==> src/rtl/neuron_argmax.sv <==
// Sequential argmax over NUM_NEURONS signed scores: capture on in_valid rising edge, one compare per cycle.
// Optional macro ARGMAX_REJECT_EN: report class NUM_NEURONS when the winning score is below REJECT_THRESHOLD.
module neuron_argmax #(
    parameter int                              NUM_NEURONS      = 10,
    parameter int                              OUTPUT_WIDTH     = 26,
    parameter int                              INDEX_WIDTH      = 4,
    parameter logic signed [OUTPUT_WIDTH-1:0]  REJECT_THRESHOLD = '0
) (
    input  logic                                  clk,
    input  logic                                  rst,
    input  logic [NUM_NEURONS*OUTPUT_WIDTH-1:0]   IN_SCORES,
    input  logic                                  in_valid,
    output logic [INDEX_WIDTH-1:0]                CLASS_OUT,
    output logic [OUTPUT_WIDTH-1:0]               MAX_SCORE,
    output logic                                  out_valid,
    output logic                                  busy
);

    typedef enum logic {ST_IDLE, ST_SCAN} state_t;

    state_t                          r_state;
    logic signed [OUTPUT_WIDTH-1:0]  r_scores [NUM_NEURONS];
    logic signed [OUTPUT_WIDTH-1:0]  r_best;
    logic [INDEX_WIDTH-1:0]          r_best_idx;
    logic [INDEX_WIDTH-1:0]          r_idx;
    logic                            r_hist;

    logic                            w_start;
    logic                            w_take;
    logic                            w_last;
    logic signed [OUTPUT_WIDTH-1:0]  w_best_next;
    logic [INDEX_WIDTH-1:0]          w_idx_next;
    logic [INDEX_WIDTH-1:0]          w_class;

    // Strict greater-than keeps the lower index on ties.
    assign w_start     = (r_state == ST_IDLE) && in_valid && !r_hist;
    assign w_take      = r_scores[r_idx] > r_best;
    assign w_best_next = w_take ? r_scores[r_idx] : r_best;
    assign w_idx_next  = w_take ? r_idx : r_best_idx;
    assign w_last      = (r_idx == INDEX_WIDTH'(NUM_NEURONS - 1));

`ifdef ARGMAX_REJECT_EN
    assign w_class = (w_best_next < REJECT_THRESHOLD) ? INDEX_WIDTH'(NUM_NEURONS) : w_idx_next;
`else
    assign w_class = w_idx_next;
    logic w_unused_threshold;
    assign w_unused_threshold = ^REJECT_THRESHOLD;
`endif

    always_ff @(posedge clk or negedge rst) begin
        if (!rst) begin
            r_state    <= ST_IDLE;
            r_hist     <= 1'b0;
            r_idx      <= '0;
            r_best     <= '0;
            r_best_idx <= '0;
            CLASS_OUT  <= '0;
            MAX_SCORE  <= '0;
            out_valid  <= 1'b0;
            busy       <= 1'b0;
            // NOTE: the score array is a handful of registers, not a RAM, so clearing it on reset is cheap and keeps state deterministic.
            for (int k = 0; k < NUM_NEURONS; k++) r_scores[k] <= '0;
        end else begin
            r_hist    <= in_valid;
            out_valid <= 1'b0;
            case (r_state)
                ST_IDLE: begin
                    if (w_start) begin
                        for (int k = 0; k < NUM_NEURONS; k++)
                            r_scores[k] <= IN_SCORES[k*OUTPUT_WIDTH +: OUTPUT_WIDTH];
                        r_best     <= IN_SCORES[OUTPUT_WIDTH-1:0];
                        r_best_idx <= '0;
                        r_idx      <= INDEX_WIDTH'(1);
                        busy       <= 1'b1;
                        r_state    <= ST_SCAN;
                    end
                end
                ST_SCAN: begin
                    r_best     <= w_best_next;
                    r_best_idx <= w_idx_next;
                    if (w_last) begin
                        CLASS_OUT <= w_class;
                        MAX_SCORE <= w_best_next;
                        out_valid <= 1'b1;
                        busy      <= 1'b0;
                        r_state   <= ST_IDLE;
                    end else begin
                        r_idx <= r_idx + 1'b1;
                    end
                end
                default: r_state <= ST_IDLE;
            endcase
        end
    end

endmodule

==> config.mk <==
export PLATFORM = sky130hd
export DESIGN_NAME = neuron_argmax
export DESIGN_NICKNAME = d
export VERILOG_FILES = /design/src/rtl/neuron_argmax.sv
export SDC_FILE = /design/constraint.sdc
export NUM_CORES = 1
export LEC_CHECK = 0
export CORE_MARGIN = 2
export CORE_UTILIZATION = 50
export CTS_BUF_LIST = sky130_fd_sc_hd__clkbuf_2 sky130_fd_sc_hd__clkbuf_4 sky130_fd_sc_hd__clkbuf_8
export DETAILED_ROUTE_END_ITERATION = 7
export MAX_ROUTING_LAYER = met4
export PLACE_DENSITY = 0.74
export SYNTH_ARGS = -nofsm -noshare
export SYNTH_HDL_FRONTEND = slang
export SYNTH_SLANG_ARGS = --single-unit
==> constraint.sdc <==
create_clock -name clk -period 4.35 [get_ports clk]
set_input_delay 0.87 -clock clk [delete_from_list [all_inputs] [get_ports clk]]
set_output_delay 0.87 -clock clk [all_outputs]
set_load 0.05 [all_outputs]
### Metal 1

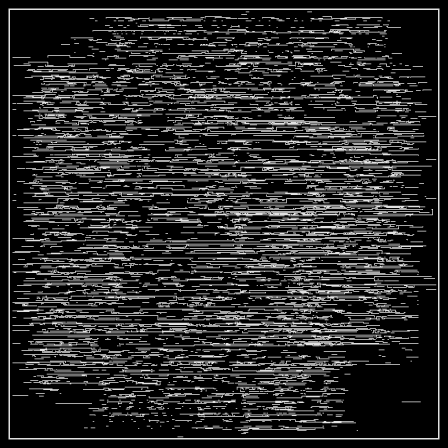
main direction: horizontal
longest straight run: 73.6 um
share of all routed wire: 44%
wire length on this layer: 19500 um

### Signal wires on met2

The bar under the picture is 50 um long. Cells faint in the background.
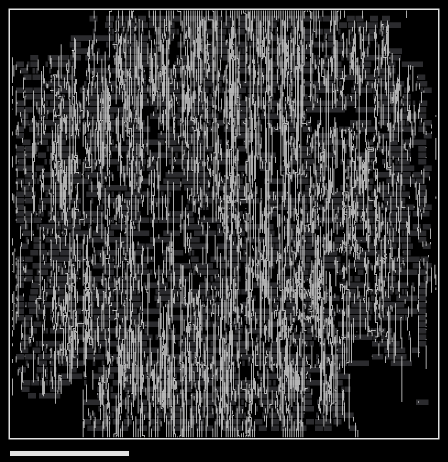
longest straight run: 108 um
main direction: vertical
nets with wire on the layer: 1806
wire length on this layer: 20.6 mm
share of all routed wire: 46%

### M3 wires

The bar under the picture is 50 um long.
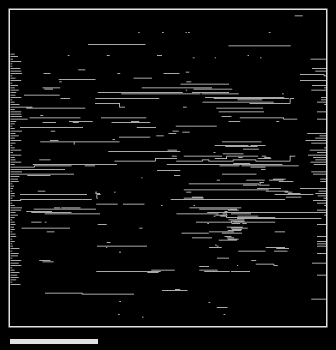
share of all routed wire: 7.9%
main direction: horizontal
wire length on this layer: 3540 um
longest straight run: 66.9 um
nets with wire on the layer: 280

### Metal 4

Cells faint in the background.
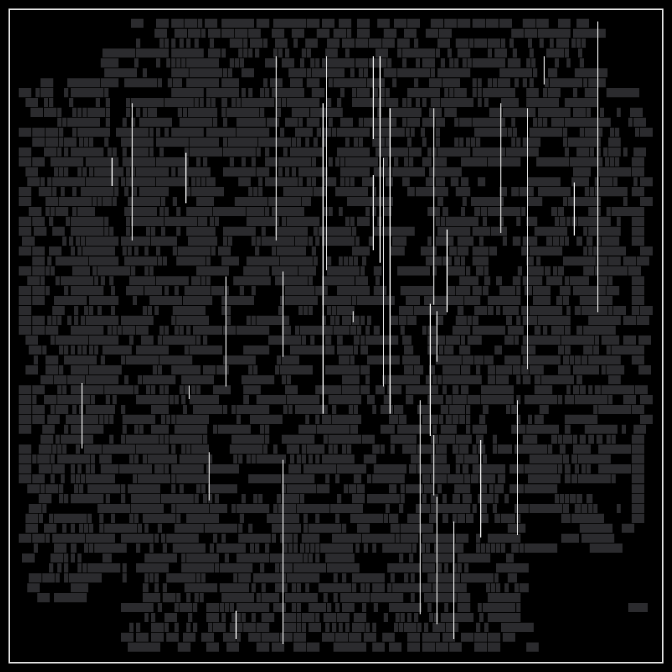
longest straight run: 85.0 um
wire length on this layer: 1180 um
share of all routed wire: 2.6%

==> GITHUB_STEP_SUMMARY <==
## Implementation flow summary

| Metric | Value |
|---|---|
| Max stage delay cell, worst path | mux4_2 |
| Worst-Margin Slew | between 900 and 1000 ps |
| Via/cell ratio | 5.396 |
| Vias in the first global route | 12738 |
| Core area | slightly above 30000 um2 |
| Crit start category | register |
| Largest net degree at the start of global routing | 225 |
| Sequential group power | about 5.5 mW |
| FP Rows | about 64 |
| Post-Synthesis Cells | 1649 |
| Starting DRC count in detailed routing | roughly 1200 |
| Status | complete, no violations |
| Power Density | ~840 nW/um2 |
| RR Endpoint | r_best[0]$_DFFE_PN0P_ |
| Global Route Usage Sum | between 20% and 30% |
| EDFF count, synth | 0 |
| Max clock buf depth | 3 |
| Clock power frac | between 10% and 20% |
| Final Critical Period | just over 4000 ps |
| Final Setup Violations | 0 |
| RSZ-0062 raised after global routing | no |
| Registers, synthesis | 328 |
| Final wirelength | ~45000 um |
| Net Count, Synth | a little under 2000 |
| Pint | 10.03 mW |
| Worst-path fanout max | 28 |
| P_sw | 6.836 mW |
| Tool Warnings | 33 |
| Die area | roughly 32000 um2 |
| Register area share after synthesis | 53.55% |
| Crit path buffers/inverters | 2 |
| Number of distinct library cells after synthesis | about 43 |
| First-pass GRT wire length | around 69000 um |
| Cells after DPL | roughly 2300 |
| Post-synthesis area per instance | approximately 9.3 um2 |
| Req. time, crit path | 4850 ps |
| DRC Markers | 0 |
| Sink Count | ~330 |
| Largest stage delay on the critical path | between 500 and 600 ps |
| I/O pin total | between 200 and 300 |
| Vias | 12804 |
| Comb power frac | about 50% |
## state kept, by name (all words and copies together), names as in the netlist
signal,cells
MAX_SCORE,26
r_scores,260
r_state,1
r_best,26
CLASS_OUT,4
r_hist,1
out_valid,1
r_idx,4
r_best_idx,4
busy,1
## repair_timing
| action | CTS | global route |
|---|---|---|
| endpoints found under the setup margin | 0 | 60 |
| buffers inserted | 0 | 2 |
| resized | 0 | 4 |
| hold endpoints to repair | 0 | 0 |
## kinds of logic after synthesis
| group | Yosys count | synth area share, % |
|---|---|---|
| muxes | 110 | 11.47 |
| buffers and inverters | 138 | 3.616 |
| adders and majority gates | 28 | 2.286 |
| xor gates and xnor gates | 1 | 0.05715 |
| AOI/OAI and AO/OA | 136 | 6.016 |
| and+or+nand+nor | 908 | 23.01 |
| DFF | 328 | 53.55 |
## how the worst max path moves through the flow
stage                     cells past startpoint  slack, ps                 start                        end
after floorplan                              14        550  r_idx[0]$_DFFE_PN0P_     r_best[10]$_DFFE_PN0P_
after global placement                       13        190  r_idx[0]$_DFFE_PN0P_      r_best[0]$_DFFE_PN0P_
after detailed placement                     14        100  r_idx[0]$_DFFE_PN0P_  MAX_SCORE[23]$_DFFE_PN0P_
after CTS                                    14         40  r_idx[0]$_DFFE_PN0P_  MAX_SCORE[23]$_DFFE_PN0P_
after global routing                         14         10  r_idx[0]$_DFFE_PN0P_  MAX_SCORE[22]$_DFFE_PN0P_
final                                        13        240  r_idx[0]$_DFFE_PN0P_      r_best[0]$_DFFE_PN0P_
## final cells by class
| cell class | count | area [um2] | area share, % |
|---|---|---|---|
| antenna | 2 | 5.005 | 0.02498 |
| clock buffer | 85 | 1064 | 5.308 |
| clock inverter | 8 | 100.1 | 0.4995 |
| inverter | 33 | 123.9 | 0.6182 |
| multi-input combinational | 1183 | 6591 | 32.89 |
| sequential | 328 | 8214 | 40.99 |
| tap | 396 | 495.5 | 2.473 |
| timing repair buffer | 338 | 3445 | 17.19 |
## layer usage
| layer | wire length, um | up-vias | part of all wire, % | track usage [%] |
|---|---|---|---|---|
| met5 | 0 | - | 0 | - |
| met4 | 1183 | 0 | 2.6 | 9.039 |
| met3 | 3543 | 73 | 7.9 | 5.662 |
| met2 | 20590 | 541 | 46 | 42.96 |
| met1 | 19500 | 6204 | 44 | 40.85 |
| li1 | - | 5986 | - | - |
## synth_stat cells, types with 2 or more instances
library cell / instances / share of area [%]
nor3_1: 2 / 0.065
mux2i_1: 56 / 3.7
buf_2: 14 / 0.46
o221a_2: 24 / 1.8
buf_1: 2 / 0.049
nand2_1: 821 / 20
o211ai_1: 2 / 0.098
a31o_2: 2 / 0.11
o22ai_1: 25 / 1.0
o21ai_2: 2 / 0.11
buf_4: 3 / 0.15
dfrtp_1: 328 / 54
nor2_1: 36 / 0.88
o21ai_1: 10 / 0.33
nand3_1: 9 / 0.29
inv_1: 33 / 0.81
ha_1: 28 / 2.3
nand2b_1: 4 / 0.16
o21ai_0: 48 / 1.6
mux4_2: 52 / 7.6
clkbuf_1: 85 / 2.1
nand4_1: 6 / 0.24
or3_1: 24 / 0.98
a21oi_1: 12 / 0.39
a211oi_1: 3 / 0.15
Power and IR drop assume default switching activity.
